`src/rtl/pipe_hazard_ctrl_if.sv`:
```
// Bundle of hazard inputs from the pipeline stages and the latch/PC controls back to them.
// Carries stallcnt/flushcnt when HAZARD_PERF_EN is defined.
interface pipe_hazard_ctrl_if #(
  parameter int unsigned REGW = 5
);
  logic            ihit;
  logic            dhit;
  logic            memdREN;
  logic            memdWEN;
  logic            exdREN;
  logic [REGW-1:0] exwsel;
  logic [REGW-1:0] idrs;
  logic [REGW-1:0] idrt;
  logic            idrtUsed;
  logic            exPCSrc;
  logic            wbcuHALT;
  logic            pcW;
  logic            ifidW;
  logic            ifidRST;
  logic            idexW;
  logic            idexRST;
  logic            exmemW;
  logic            exmemRST;
  logic            memW;
  logic            memRST;
  logic            halt;
  logic            dtimeout;
`ifdef HAZARD_PERF_EN
  logic [31:0]     stallcnt;
  logic [31:0]     flushcnt;
`endif

  modport master (
    output ihit, dhit, memdREN, memdWEN, exdREN, exwsel, idrs, idrt, idrtUsed, exPCSrc,
           wbcuHALT,
`ifdef HAZARD_PERF_EN
    input  stallcnt, flushcnt,
`endif
    input  pcW, ifidW, ifidRST, idexW, idexRST, exmemW, exmemRST, memW, memRST, halt,
           dtimeout
  );

  modport slave (
    input  ihit, dhit, memdREN, memdWEN, exdREN, exwsel, idrs, idrt, idrtUsed, exPCSrc,
           wbcuHALT,
`ifdef HAZARD_PERF_EN
    output stallcnt, flushcnt,
`endif
    output pcW, ifidW, ifidRST, idexW, idexRST, exmemW, exmemRST, memW, memRST, halt,
           dtimeout
  );
endinterface

```
`src/rtl/pipe_hazard_ctrl.sv`:
```
// Stall/flush controller for the 5-stage pipeline: dmem waits, load-use, branches, halt.
// Optional HAZARD_PERF_EN adds free-running stall and flush counters.
module pipe_hazard_ctrl #(
  parameter int unsigned DWAIT_MAX = 0,
  parameter int unsigned REGW      = 5
) (
  input logic               CLK,
  input logic               nRST,
  pipe_hazard_ctrl_if.slave bus
);

  localparam int unsigned CntW = (DWAIT_MAX > 0) ? $clog2(DWAIT_MAX + 1) : 1;
  localparam logic [CntW-1:0] CntMax = CntW'(DWAIT_MAX);

  typedef enum logic [1:0] {StRun, StDwait, StHalted} state_e;

  state_e          state_q, state_d;
  logic [CntW-1:0] wcnt_q, wcnt_d;
  logic            dto_q, dto_d;

  logic [REGW-1:0] exwsel, idrs, idrt;
  logic            dreq, dstall, load_use, flush_rule;
  logic            pc_w, ifid_w, ifid_rst, idex_w, idex_rst, exmem_w, exmem_rst, mem_w, mem_rst;

  assign exwsel   = bus.exwsel;
  assign idrs     = bus.idrs;
  assign idrt     = bus.idrt;
  assign dreq     = bus.memdREN | bus.memdWEN;
  assign dstall   = dreq & ~bus.dhit;
  assign load_use = bus.exdREN & (exwsel != '0) &
                    ((exwsel == idrs) | (bus.idrtUsed & (exwsel == idrt)));

  always_comb begin
    pc_w       = 1'b1;
    ifid_w     = 1'b1;
    ifid_rst   = 1'b0;
    idex_w     = 1'b1;
    idex_rst   = 1'b0;
    exmem_w    = 1'b1;
    exmem_rst  = 1'b0;
    mem_w      = 1'b1;
    mem_rst    = 1'b0;
    flush_rule = 1'b0;
    if (state_q == StHalted) begin
      {pc_w, ifid_w, idex_w, exmem_w, mem_w} = '0;
    end else if (bus.wbcuHALT || dstall) begin
      {pc_w, ifid_w, idex_w, exmem_w} = '0;
      mem_rst = 1'b1;
    end else begin
      if (bus.exPCSrc) begin
        flush_rule = 1'b1;
        ifid_rst   = 1'b1;
        idex_rst   = 1'b1;
      end else if (load_use) begin
        pc_w     = 1'b0;
        ifid_w   = 1'b0;
        idex_rst = 1'b1;
      end
      // A taken branch must still redirect the PC even while the fetch misses.
      if (!bus.ihit) begin
        if (!bus.exPCSrc) pc_w = 1'b0;
        if (ifid_w) ifid_rst = 1'b1;
      end
    end
    ifid_w  = ifid_w & ~ifid_rst;
    idex_w  = idex_w & ~idex_rst;
    exmem_w = exmem_w & ~exmem_rst;
    mem_w   = mem_w & ~mem_rst;
  end

  assign bus.pcW      = pc_w;
  assign bus.ifidW    = ifid_w;
  assign bus.ifidRST  = ifid_rst;
  assign bus.idexW    = idex_w;
  assign bus.idexRST  = idex_rst;
  assign bus.exmemW   = exmem_w;
  assign bus.exmemRST = exmem_rst;
  assign bus.memW     = mem_w;
  assign bus.memRST   = mem_rst;
  assign bus.halt     = (state_q == StHalted);
  assign bus.dtimeout = dto_q;

  always_comb begin
    state_d = state_q;
    wcnt_d  = wcnt_q;
    dto_d   = dto_q;
    case (state_q)
      StHalted: ;
      default: begin
        if (bus.wbcuHALT) begin
          state_d = StHalted;
          wcnt_d  = '0;
        end else if (dstall) begin
          state_d = StDwait;
          if (wcnt_q != CntMax) wcnt_d = wcnt_q + 1'b1;
          if ((DWAIT_MAX != 0) && (wcnt_d == CntMax)) dto_d = 1'b1;
        end else begin
          state_d = StRun;
          wcnt_d  = '0;
        end
      end
    endcase
  end

  always_ff @(posedge CLK or negedge nRST) begin
    if (!nRST) begin
      state_q <= StRun;
      wcnt_q  <= '0;
      dto_q   <= 1'b0;
    end else begin
      state_q <= state_d;
      wcnt_q  <= wcnt_d;
      dto_q   <= dto_d;
    end
  end

`ifdef HAZARD_PERF_EN
  logic [31:0] stallcnt_q, flushcnt_q;

  always_ff @(posedge CLK or negedge nRST) begin
    if (!nRST) begin
      stallcnt_q <= '0;
      flushcnt_q <= '0;
    end else if (state_q != StHalted) begin
      if (!pc_w) stallcnt_q <= stallcnt_q + 32'd1;
      if (flush_rule) flushcnt_q <= flushcnt_q + 32'd1;
    end
  end

  assign bus.stallcnt = stallcnt_q;
  assign bus.flushcnt = flushcnt_q;
`endif

endmodule

```
`src/flat_wrapper.sv`:
```
// flat-port wrapper written by rule: the top's interface ports become plain ports
module pipe_hazard_ctrl_flat 
#(
  parameter int unsigned DWAIT_MAX = 0,
  parameter int unsigned REGW      = 5
)
  (CLK, nRST, bus_ihit, bus_dhit, bus_memdREN, bus_memdWEN, bus_exdREN, bus_exwsel, bus_idrs, bus_idrt, bus_idrtUsed, bus_exPCSrc, bus_wbcuHALT, bus_pcW, bus_ifidW, bus_ifidRST, bus_idexW, bus_idexRST, bus_exmemW, bus_exmemRST, bus_memW, bus_memRST, bus_halt, bus_dtimeout);
  pipe_hazard_ctrl_if #(.REGW(REGW)) bus_i ();
  input logic CLK;
  input logic nRST;
  input wire logic [$bits(bus_i.ihit)-1:0] bus_ihit;
  input wire logic [$bits(bus_i.dhit)-1:0] bus_dhit;
  input wire logic [$bits(bus_i.memdREN)-1:0] bus_memdREN;
  input wire logic [$bits(bus_i.memdWEN)-1:0] bus_memdWEN;
  input wire logic [$bits(bus_i.exdREN)-1:0] bus_exdREN;
  input wire logic [$bits(bus_i.exwsel)-1:0] bus_exwsel;
  input wire logic [$bits(bus_i.idrs)-1:0] bus_idrs;
  input wire logic [$bits(bus_i.idrt)-1:0] bus_idrt;
  input wire logic [$bits(bus_i.idrtUsed)-1:0] bus_idrtUsed;
  input wire logic [$bits(bus_i.exPCSrc)-1:0] bus_exPCSrc;
  input wire logic [$bits(bus_i.wbcuHALT)-1:0] bus_wbcuHALT;
  output wire logic [$bits(bus_i.pcW)-1:0] bus_pcW;
  output wire logic [$bits(bus_i.ifidW)-1:0] bus_ifidW;
  output wire logic [$bits(bus_i.ifidRST)-1:0] bus_ifidRST;
  output wire logic [$bits(bus_i.idexW)-1:0] bus_idexW;
  output wire logic [$bits(bus_i.idexRST)-1:0] bus_idexRST;
  output wire logic [$bits(bus_i.exmemW)-1:0] bus_exmemW;
  output wire logic [$bits(bus_i.exmemRST)-1:0] bus_exmemRST;
  output wire logic [$bits(bus_i.memW)-1:0] bus_memW;
  output wire logic [$bits(bus_i.memRST)-1:0] bus_memRST;
  output wire logic [$bits(bus_i.halt)-1:0] bus_halt;
  output wire logic [$bits(bus_i.dtimeout)-1:0] bus_dtimeout;
  assign bus_i.ihit = bus_ihit;
  assign bus_i.dhit = bus_dhit;
  assign bus_i.memdREN = bus_memdREN;
  assign bus_i.memdWEN = bus_memdWEN;
  assign bus_i.exdREN = bus_exdREN;
  assign bus_i.exwsel = bus_exwsel;
  assign bus_i.idrs = bus_idrs;
  assign bus_i.idrt = bus_idrt;
  assign bus_i.idrtUsed = bus_idrtUsed;
  assign bus_i.exPCSrc = bus_exPCSrc;
  assign bus_i.wbcuHALT = bus_wbcuHALT;
  assign bus_pcW = bus_i.pcW;
  assign bus_ifidW = bus_i.ifidW;
  assign bus_ifidRST = bus_i.ifidRST;
  assign bus_idexW = bus_i.idexW;
  assign bus_idexRST = bus_i.idexRST;
  assign bus_exmemW = bus_i.exmemW;
  assign bus_exmemRST = bus_i.exmemRST;
  assign bus_memW = bus_i.memW;
  assign bus_memRST = bus_i.memRST;
  assign bus_halt = bus_i.halt;
  assign bus_dtimeout = bus_i.dtimeout;
  pipe_hazard_ctrl #(.DWAIT_MAX(DWAIT_MAX), .REGW(REGW)) u_core (.CLK(CLK), .nRST(nRST), .bus(bus_i));
endmodule
```
`config.mk`:
```
export PLATFORM = sky130hd
export DESIGN_NAME = pipe_hazard_ctrl_flat
export DESIGN_NICKNAME = d
export VERILOG_FILES = /design/src/rtl/pipe_hazard_ctrl_if.sv /design/src/rtl/pipe_hazard_ctrl.sv /design/src/flat_wrapper.sv
export SDC_FILE = /design/constraint.sdc
export NUM_CORES = 1
export LEC_CHECK = 0
export ABC_AREA = 1
export CELL_PAD_IN_SITES_DETAIL_PLACEMENT = 2
export CELL_PAD_IN_SITES_GLOBAL_PLACEMENT = 2
export CORE_MARGIN = 3
export CORE_UTILIZATION = 11
export DETAILED_ROUTE_END_ITERATION = 10
export PLACE_DENSITY = 0.84
export SETUP_SLACK_MARGIN = 0.1
export SLEW_MARGIN = 40
export SYNTH_ARGS = -nofsm -noshare
export SYNTH_HDL_FRONTEND = slang
export SYNTH_SLANG_ARGS = --single-unit
```
`constraint.sdc`:
```
create_clock -name CLK -period 1.2 [get_ports CLK]
set_input_delay 0.24 -clock CLK [delete_from_list [all_inputs] [get_ports CLK]]
set_output_delay 0.24 -clock CLK [all_outputs]
set_load 0.05 [all_outputs]
```
**Run 1: signal wires by layer**

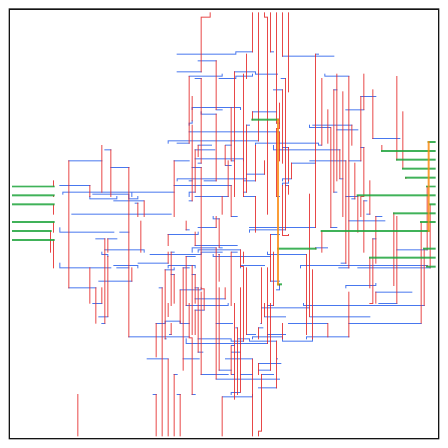
[orange] met4 | wire length: 38.8 um
[green] met3 | wire length: 121 um
[red] met2 | wire length: 1270 um
[blue] met1 | wire length: 677 um

**Run 1: M3 wires**

Bar = 20 um.
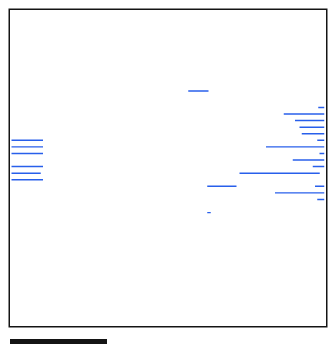
nets with wire on the layer: 20
longest straight run: 16.3 um
wire length on this layer: 121 um
share of all routed wire: 5.8%
main direction: horizontal

==> design notes, run 1 <==
After detailed routing, the wire length on met1 is 676 um. In the layout the commonest cells are sky130_fd_sc_hd__nand2_1, sky130_fd_sc_hd__inv_2, sky130_fd_sc_hd__buf_4. The met1 track demand over resource in global routing is 8.53%, and the xor/xnor cell area share of the yosys netlist is 2.26%. Synthesized chip area reported by yosys: 388 sq um. According to the floorplan report, the total die area is 0.00427 sq mm. The run finished, with violations left. The number of buffers inserted by port buffering works out to 33. The antenna diode count is 0, and the final-stage net count is 153. The number of buffers outside the clock class in the layout is 42, and the largest vdd supply drop is 0.145 mV.

The synthesized area is 388 sq um. TritonCTS built the clock tree. Prior to clock tree synthesis, the placed netlist has a worst setup slack of -0.783 ns. The run gives 746 for the number of global-route vias before repair. Yosys reports the multiplexer fraction of the synthesized area as 0%. Among logic cells in the layout, the one with the most instances is sky130_fd_sc_hd__nand2_1. Register with the highest flop count: u_core.state_q. The run gives 2.27% for the clock network area share. The final setup slack of the worst path came out at -0.329 ns. The maximum cell stage delay along the critical path works out to 0.40 ns. The tools report the proportion of power drawn by combinational gates as 45.1%.

For this run, asynchronously set or reset flops after synthesis account for 100%. Final cycle utilization of the critical path: 127%. The global routing report lists met3 layer usage as 2.05%. Summed over all layers, the global routing overflow is 0. The tool warning count for the run is 29.

Global routing usage on met2: 22.0%. Global routing consumed, over all layers together, 10.2% of the routing resources. The run gives 0 for the post-route DRC violation count.

STA puts the critical path data required time at 0.96 ns. Ranked by total area, the top cell class in this layout is non-clock buffers. For reference, the final report shows the max-slew violation count at 0. Once layout is done, the placed cells without fillers occupy 992 sq um. At the end of the flow the core is filled with cells to 31.0%. On the reported timing paths, the clock transition at the registers reads 0.03 ns. In the placement report, post-DP HPWL is listed as 1780 um.

Per report_power, the top consumer among the power groups is combinational cells. Number of vias after detailed routing: 642. The type of the most critical hold path was in -> async. Start point of the critical path: u_core.state_q[0]. With the area used by sequential logic in the layout at 50.0 sq um, the total cells reported by yosys after synthesis is 83. The run gives 1.29 ns as the arrival time of the worst setup path. Setup repair after global routing could not meet its margin everywhere. The registers reported with the highest flop counts are u_core.state_q: 2 flops. The worst path buffer plus inverter count was 3; the sequential group power was 0.0000679 W.

The reg-to-reg critical path endpoint is u_core.state_q[0]. For this run, the detailed router reports a per-instance via density of 3.78. Total power normalized to cell area comes to 418 mW/mm^2. The number of standard-cell rows in the floorplan came out at 20. Leaving out the clock tree, the finished layout contains an inverter count of 21. The fraction of final layout cells sized beyond drive strength 1 came out at 53.2%. For this sky-water flow run, the detailed-routed wirelength per cell is reported as 12.4 um. For reference, the most critical setup path is categorized as reg -> out. The report lists the cells along the critical path as o21ai_4 > nor2_4 > buf_4 > buf_6 > buf_12. For the violation count after the first detailed-route iteration, the log shows 7.

The simple logic cell fraction of the synthesized area is 51.6%. Of all cell types, the one taking the most synthesized area is sky130_fd_sc_hd__nand2_1. The register with the most flip-flops in the layout has 2 of them. The launch point of the worst register-to-register path is recorded as u_core.state_q[0]. For the clock latency on the worst-skew pair, the log shows 0.24 ns. Looking at the critical path, the highest net fanout was 3. The logs give 12.1% for the core utilization before placement and 12.9% for the register share after synthesis. The CTS report gives the tree buffer count as 3. The final design was reported to hold multi-input combinational gates totalling 58. The critical path capture point is bus_exmemW.

After clock tree synthesis, the flow added hold-fix buffers numbering 0. The run gives 2 as the number of flip-flops and latches. The checks that failed: negative setup slack. The overall power after layout came out at 0.000415 W. Clock period minus final worst setup slack: 1.53 ns. Sorting the synthesis cell report by count puts at the top sky130_fd_sc_hd__nand2_1. For the static power due to leakage, the log shows 0.524 nW.

Max-cap violations in this run came to 0. For the number of distinct library cells after synthesis, the log shows 15. The count of nets left with antenna violations once routing finished came out at 0. The maximum clock insertion buffer count came out at 2. A synthesized cell averages 4.67 sq um.

The post-synth tally of flip-flops with integrated enable is 0. For the number of endpoints failing setup at the final stage, the log shows 9. Internal power comes to 0.000260 W.

The die is 65.4 um wide. Once synthesis finished, the tally of register bits stood at 2. The cell with the biggest individual delay on the critical path is sky130_fd_sc_hd__dfrtp_1. The kind of cell with the highest combined delay on the critical path was flip-flops.
**Run 1: clock wires, drivers and flops**

Bar = 20 um.
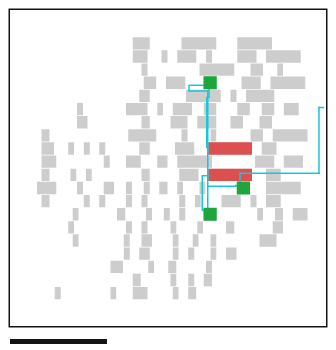
[cyan] clock wires | length: 102 um
[red] flip-flops | count: 2
[green] cells driving clock nets | count: 3
routed clock nets: 4

**Run 1: placement view**

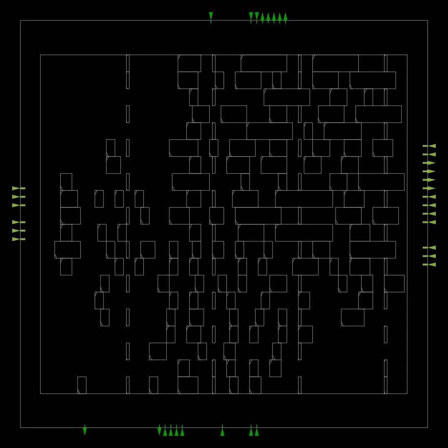
number of well-tap cells placed: 44
filler instances: 425

**Run 1: a small window of the routed layout**

Window x 13 to 53, y 0 to 40 um. Cells in grey, sequential cells in the stronger grey; small squares are vias.
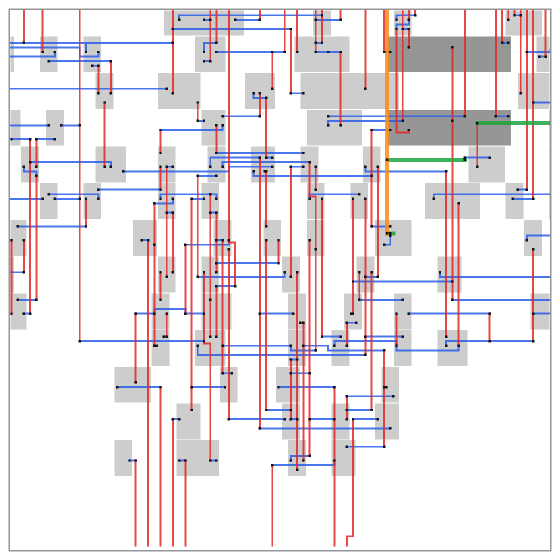

==> run 2, diff against run 1 <==
--- a/constraint.sdc
+++ b/constraint.sdc
@@ -3,2 +3,2 @@
 set_output_delay 0.24 -clock CLK [all_outputs]
-set_load 0.05 [all_outputs]
+set_load 0.1 [all_outputs]
**Run 2: a small window of the routed layout**

Window x 13 to 53, y 0 to 40 um. Cells in grey, sequential cells in the stronger grey; small squares are vias.
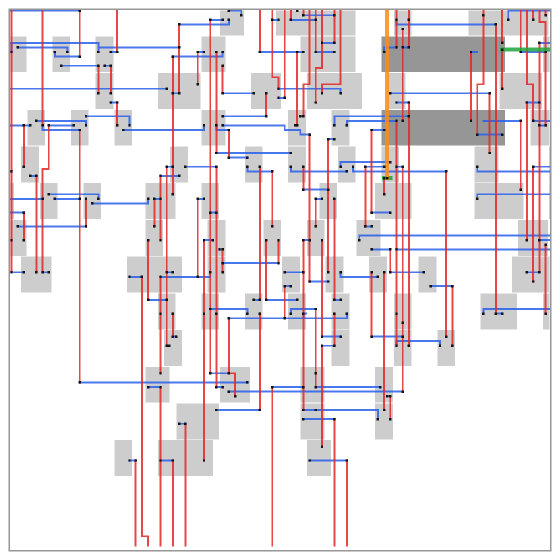
[green] met3
[blue] met1
[red] met2
[orange] met4
sequential cells in the window: 2
cells with their middle in the window: 72
netlist names of flops here include: `u_core.state_q` (2)
most frequent: nand2_1 (25), inv_2 (7)

**Run 2: signal wires by layer**

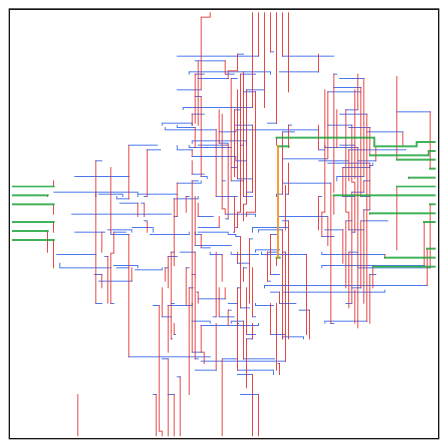
[green] met3 | wire length: 136 um
[blue] met1 | wire length: 677 um
[orange] met4 | wire length: 17.0 um
[red] met2 | wire length: 1270 um

==> design notes, run 2 <==
Die area: 0.00427 sq mm. Leading cell category by total area: non-clock buffers. During tapcell insertion the tool placed 44 well taps. After synthesis the cells add up to 388 sq um. For reference, the mux area share after synthesis is 0%. The synthesized chip area reported by yosys came out at 388 sq um. In this run the worst setup path begins at u_core.state_q[1]. The run gives 9.16% for the met1 track demand over resource in global routing. The max-cap check violation count came out at 0. The fraction of final cell area spent on non-clock buffers in this run is 44.3%. The run gives -0.363 ns for the final setup slack of the worst path. With the number of vias after detailed routing at 640, the clock latency on the worst-skew pair is 0.22 ns. With the worst clock skew at 0.00207 ns, the switching power summed over all nets is 0.000160 W.

The most critical setup path has its endpoint at bus_pcW. The cell-mix breakdown from Yosys lists the simple-gate area share as 51.6%. 0 antenna diodes ended up in the layout. With the number of placed instances with taps included at 164, the top cell type's share of synthesized area is 29.0%. The most common cell in the synthesized netlist is sky130_fd_sc_hd__nand2_1. STA reports a reg2reg setup slack of 0.23 ns. The largest family of logic cells by area is simple AND/OR/NAND/NOR gates. The internal power was 0.000259 W. Of the cells placed in the final design, the portion with a size suffix greater than 1 is 54.0%. Looking at the power breakdown, the clock network takes 35.5% of the total. The async set-reset flop share out of synthesis was 100%. STA classifies the critical path endpoint as an output port. Warnings reported by Yosys during synthesis add up to 0.

The tool warning count for the run is 29. The script logs the ratio of routed vias to standard cells as 3.76. Across the whole layout, storage elements account for 50.0 sq um. The tightest hold path in the finished design has a slack of 0.183 ns. Note, the detailed placer reported a final HPWL of 1800 um. The critical path goes through inv_2 > o21ai_4 > nor2_4 > nand2_4 > nor2_4 > buf_12. Once layout is complete, the utilization of the core stands at 31.9%.

The critical path contains buffers and inverters numbering 2 combined. The run gives 2 for the total iterations of the first detailed-routing run. The switching part of the total was 38.2%. For the number of antenna violations at the first check in global routing, the log shows 0. Per the OpenROAD floorplan log, the width of the die is 65.4 um. The tools report the reg-to-reg startpoint as u_core.state_q[0].

Per the layout report, the design carries 404 filler cells. The number of buffers outside the clock class in the layout is 42. The largest fanout of any net on the critical path was 3; the wire length the detailed router placed on met1 was 676 um. The tools report the count of hold buffers inserted by post-cts repair as 0.

In the final layout, multi-input gates take up 35.3% of the cell area. The global routing usage on met2 is 23.0%. The layout has 3 clock buffers. The number of clock sinks was 2. The report lists the power per cell area as 411 mW/mm^2. In the CTS report, the clock slew at the register clock pins of the worst setup and hold paths is listed as 0.03 ns. The global routing's busiest layer was met2. The detailed router finished its first iteration with 22 violations. The flow ran to the end, but the final reports show violations. Dividing the detail-routed wire length by the instance count gives 12.4 um.

CTS placed an instance of sky130_fd_sc_hd__clkbuf_4 at the clock tree root. Sequential elements use 12.9% of the synthesized area. Number of cells traversed by the worst register-to-register path: 4.

Per the CTS log, the buffer count on the longest clock path is 2. Once the floorplan was initialized, standard cells occupied 12.1% of the core. The tools report the sequential group share of total power as 16.2%.

The number of setup buffers added after CTS is 2. Counting flops per register, the top entry is u_core.state_q. The final cell count without fillers is 170, and the layout-stage area growth over the synthesis result is 164%. The number of flip-flops under the largest register name works out to 2. The run gives 20 for the number of standard-cell rows in the floorplan.

The timing report attributes the biggest portion of critical-path delay to simple AND/OR/NAND/NOR gates. In the Yosys stats the netlist draws on 15 distinct library cells. The most frequently placed logic cell in the final layout was sky130_fd_sc_hd__nand2_1. Total stage count of the critical path: 6. In the power breakdown, the biggest contributor is combinational cells. Setup repair after global routing could not meet its margin everywhere. The tightest min-delay check is of the in -> async type.

For this run the aggregate overflow at the end of global routing stands at 0. STA classifies the critical path startpoint as a flip-flop. The tools report the proportion of power drawn by combinational gates as 48.3%. With fillers left out, the area of the finished cells amounts to 0.00102 sq mm.

After detailed routing, the number of remaining DRC violations is 0. The number of global-route vias before repair was 728. The final max-slew violation count recorded for this run is 0. The run gives 0.000420 W for the overall power after layout. The met3 usage in global routing was 2.56%. The final cycle utilization of the critical path is 130%. The maximum cell stage delay along the critical path works out to 0.37 ns.

The synthesis report names the predominant flop master as sky130_fd_sc_hd__dfrtp_1. Overall fraction of global-route tracks in use: 10.5%. For the combinational cell power, the log shows 0.000203 W. For the number of nets still failing antenna checks after routing, the log shows 0.

Leaving out the clock tree, the finished layout contains an inverter count of 21. Hold-check failures listed in the final report amount to 0. The endpoint required time on the critical path was 0.96 ns. Multi-input combinational cells in the finished layout were counted as 58. The flow reports an fmax of 640 MHz. Per the detail_route log, met3 wirelength is 135 um. The clock buffer count from CTS is 3. In this run the mean area of a mapped cell was 4.67 sq um. After technology mapping, the gate count stands at 83. The largest registers in the layout are u_core.state_q: 2 flops. The checks that failed: negative setup slack. The maximum number of pins on one net before global-route repair was 5.

The sequential power reported by the tool is 0.0000680 W. The run gives 33 for the number of buffers inserted by port buffering. The critical path's slowest stage uses the library cell sky130_fd_sc_hd__dfrtp_1.

With the worst setup slack before clock tree synthesis at -0.799 ns, the arrival time of the worst setup path is 1.32 ns. Ranking logic cells in the layout by count gives the top entries sky130_fd_sc_hd__nand2_1, sky130_fd_sc_hd__inv_2, sky130_fd_sc_hd__buf_12. The number of flip-flops and latches is 2.

Per the synthesis report, the dominant area consumer among library cells is sky130_fd_sc_hd__nand2_1. After synthesis the netlist holds a flip-flop and latch count of 2. The run gives 0.165 mV as the largest vdd supply drop.

The register share of the cell area was 4.90%. For the finished layout, the period the worst path requires is 1.56 ns. The number of endpoints failing setup at the final stage was 9; the core area was 0.00320 sq mm.

TritonCTS built the clock tree. The post-synth count of flops with an enable pin is 0. At the end of the flow, the number of nets in the layout was 153. With the clock network area share at 2.20%, the static power due to leakage is 0.527 nW. The xor/xnor cell area share of the yosys netlist came out at 2.26%. 36 I/O pins were placed.

By startpoint and endpoint, the worst setup path is classified as reg -> out. The total cells reported by yosys after synthesis came out at 83. Summed over the clock group, the power is 0.000149 W.

In this run the critical register-to-register path is captured at u_core.state_q[0].
==> run 3, diff against run 2 <==
Settings changed: CORE_MARGIN 3 to 10.
==> design notes, run 3 <==
The most numerous cell in the Yosys netlist was sky130_fd_sc_hd__nand2_1. The number of placed instances with taps included was 168; the number of distinct library cells after synthesis was 15. The layout has 43 buffers outside the clock class. Measured along the x axis, the die boundary spans 79.4 um. Setup repair after global routing could not meet its margin everywhere. For this run, the leading register cell type out of synthesis is sky130_fd_sc_hd__dfrtp_1. The CTS report gives the tree buffer count as 3. Top contributor to total power: combinational cells. The synthesized area was 388 sq um; the switching power summed over all nets was 0.000178 W. The register with the most flip-flops in the layout has 2 of them. After synthesis the netlist holds a flip-flop and latch count of 2. Master cell of the clock root buffer: sky130_fd_sc_hd__clkbuf_4. The number of warning messages in the logs came out at 29. The overall fraction of global-route tracks in use came out at 7.72%. The tools report the final hold violation count as 0. The cell-mix breakdown from Yosys lists the XOR/XNOR area share as 2.26%. The run gives 6 for the total stage count of the critical path.

The clock network power reported by the tool is 0.000171 W. After clock tree synthesis, the setup repair step added 4 buffers. The post-route report lists met1 wire length as 832 um.

TritonCTS reports the number of clock sinks as 2. Worst hold slack: 0.151 ns. The run gives 0.00630 sq mm as the die area. The run gives 36 for the count of boundary I/O pins. STA lists the endpoint of the worst register-to-register path as u_core.state_q[0]. TritonRoute reported its final design rule violation total as 0. The tools report the final setup slack of the worst path as -0.400 ns. The tools report the endpoint type of the worst setup path as an output port. Data arrives at the worst endpoint at 1.36 ns.

The type of the most critical hold path is in -> async. The layout report lists the combined flip-flop and latch area as 50.0 sq um. The skew report gives the latency at the later pin of the worst-skew pair as 0.25 ns. The run gives 0.00884 ns for the worst clock skew. The largest vdd supply drop came out at 0.121 mV. The portion of netlist area occupied by mux cells works out to 0%. Of all the cell area in the finished design, the clock network holds 2.26%. After routing the design area is 996 sq um. Counting the fill cells in the layout gives 441. In the final report, the number of endpoints failing setup comes to 9. For the endpoint required time on the critical path, the log shows 0.96 ns.

Kind of cell with the highest combined delay on the critical path: simple AND/OR/NAND/NOR gates. The sequential power reported by the tool is 0.0000679 W. The number of nets still failing antenna checks after routing came out at 0.

The checks that failed: negative setup slack. For this design the static power due to leakage is 0.522 nW. The first detailed-routing pass took 2 iterations. The critical path contains buffers and inverters numbering 2 combined. The final-stage net count was 154. By startpoint and endpoint, the worst setup path is classified as reg -> out.

The relative contribution of the clock network to total power is 38.9%, and the average instance area after synthesis is 4.67 sq um. Once detailed placement completed, the half-perimeter wirelength came to 2140 um. Total power normalized to cell area comes to 441 mW/mm^2. Buffers outside the clock tree occupy 44.3% of the routed design's cell area.

In the synthesized netlist, the number of instances is 83. In this run the critical path is formed by inv_2 > o21ai_2 > nor2_4 > nand2_4 > nor2_4 > buf_12. According to the cell report, the number of logic gates is 58.

The tools report the number of tap cells added at floorplan as 46. The tools report the core utilization before placement as 11.5%. The tools report the reg-to-reg startpoint as u_core.state_q[0].

The tools report the start point of the critical path as u_core.state_q[1]. TritonCTS built the clock tree. Counting flops with a built-in enable in the synthesized netlist gives 0.

Power comes to 0.000439 W. Pins over their slew limit in the final report were tallied at 0. The tool flagged a number of max-cap violations equal to 0.

The global routing usage on met2 is 15.7%, and the synthesized chip area reported by yosys is 388 sq um. The tools report the type of element launching the critical path as a flip-flop. The average wire per cell in the routed design is 14.0 um, and the fmax is 625 MHz. Looking at area per cell type in the netlist, the leader is sky130_fd_sc_hd__nand2_1. The async set-reset flop share out of synthesis works out to 100%. The total grt overflow was 0. The critical path capture point was bus_ifidRST. The internal power is 0.000261 W. The flow ran to the end, but the final reports show violations. For met3 alone, demand over resource in global routing was 2.59%.

The combinational cell power is 0.000201 W, and the total cells reported by yosys after synthesis is 83. The via-per-instance ratio is 3.69, and the number of global-route vias before repair is 787. The slack of the worst reg-to-reg path came out at 0.19 ns. The simple logic cell fraction of the synthesized area works out to 51.6%.

The run gives 157% for the layout-stage area growth over the synthesis result. The largest registers in the layout are u_core.state_q: 2 flops. For this run, the register share of the synthesized area comes to 12.9%.

The detailed router reports a met3 wire length of 149 um. The report shows a maximum critical-path fanout of 3. The run gives 639 as the number of vias after detailed routing. The register share of the cell area works out to 5.03%.

The run gives 45.7% for the proportion of power drawn by combinational gates. After synthesis, the largest family of logic cells by area is simple AND/OR/NAND/NOR gates. For this design, the slowest cell found on the critical path is sky130_fd_sc_hd__dfrtp_1. Sequential cells account for 15.5% of the total power.

The most frequently placed logic cell in the final layout is sky130_fd_sc_hd__nand2_1. The number of buffers inserted by port buffering works out to 33. With the maximum clock insertion buffer count at 2, the maximum cell stage delay along the critical path is 0.38 ns.

The run gives 0.04 ns for the clock slew at the register clock pins of the worst setup and hold paths. The leading cell category by total area was non-clock buffers. In the global route stage, met1 resource usage came out at 6.36%. Of the post-synthesis cell area, the dominant cell type holds 29.0%. Ranked by flip-flop count, first place goes to u_core.state_q.

Global routing's busiest layer: met2. The switching part of the total is 40.6%. The run gives 4 for the number of cells traversed by the worst register-to-register path. The tools report the violation count after the first detailed-route iteration as 11. Ranking logic cells in the layout by count gives the top entries sky130_fd_sc_hd__nand2_1, sky130_fd_sc_hd__inv_2, sky130_fd_sc_hd__buf_2. Per the layout report, the design carries 3 clock buffers.

For the number of antenna violations at the first check in global routing, the log shows 0. Maximum number of pins on one net before global-route repair: 5. The final cycle utilization of the critical path came out at 133%. The tally of yosys warning messages was 0.
**Run 3: placement view**

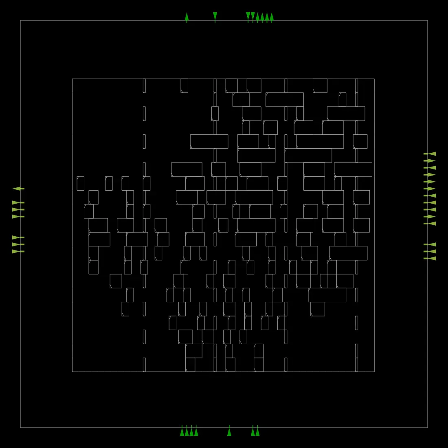
core box area: 0.00336 sq mm
FFs & Latches: 2
utilization after layout: 29.6%
Placement Rows: 21

**Run 3: clock wires, drivers and flops**

Bar = 20 um.
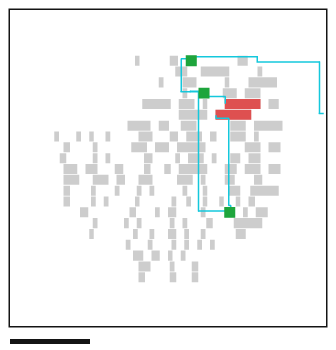
[red] flip-flops | count: 2
[green] cells driving clock nets | count: 3
[cyan] clock wires | length: 140 um
routed clock nets: 4

Power figures rest on the tool's default switching activity, not on a simulated workload.
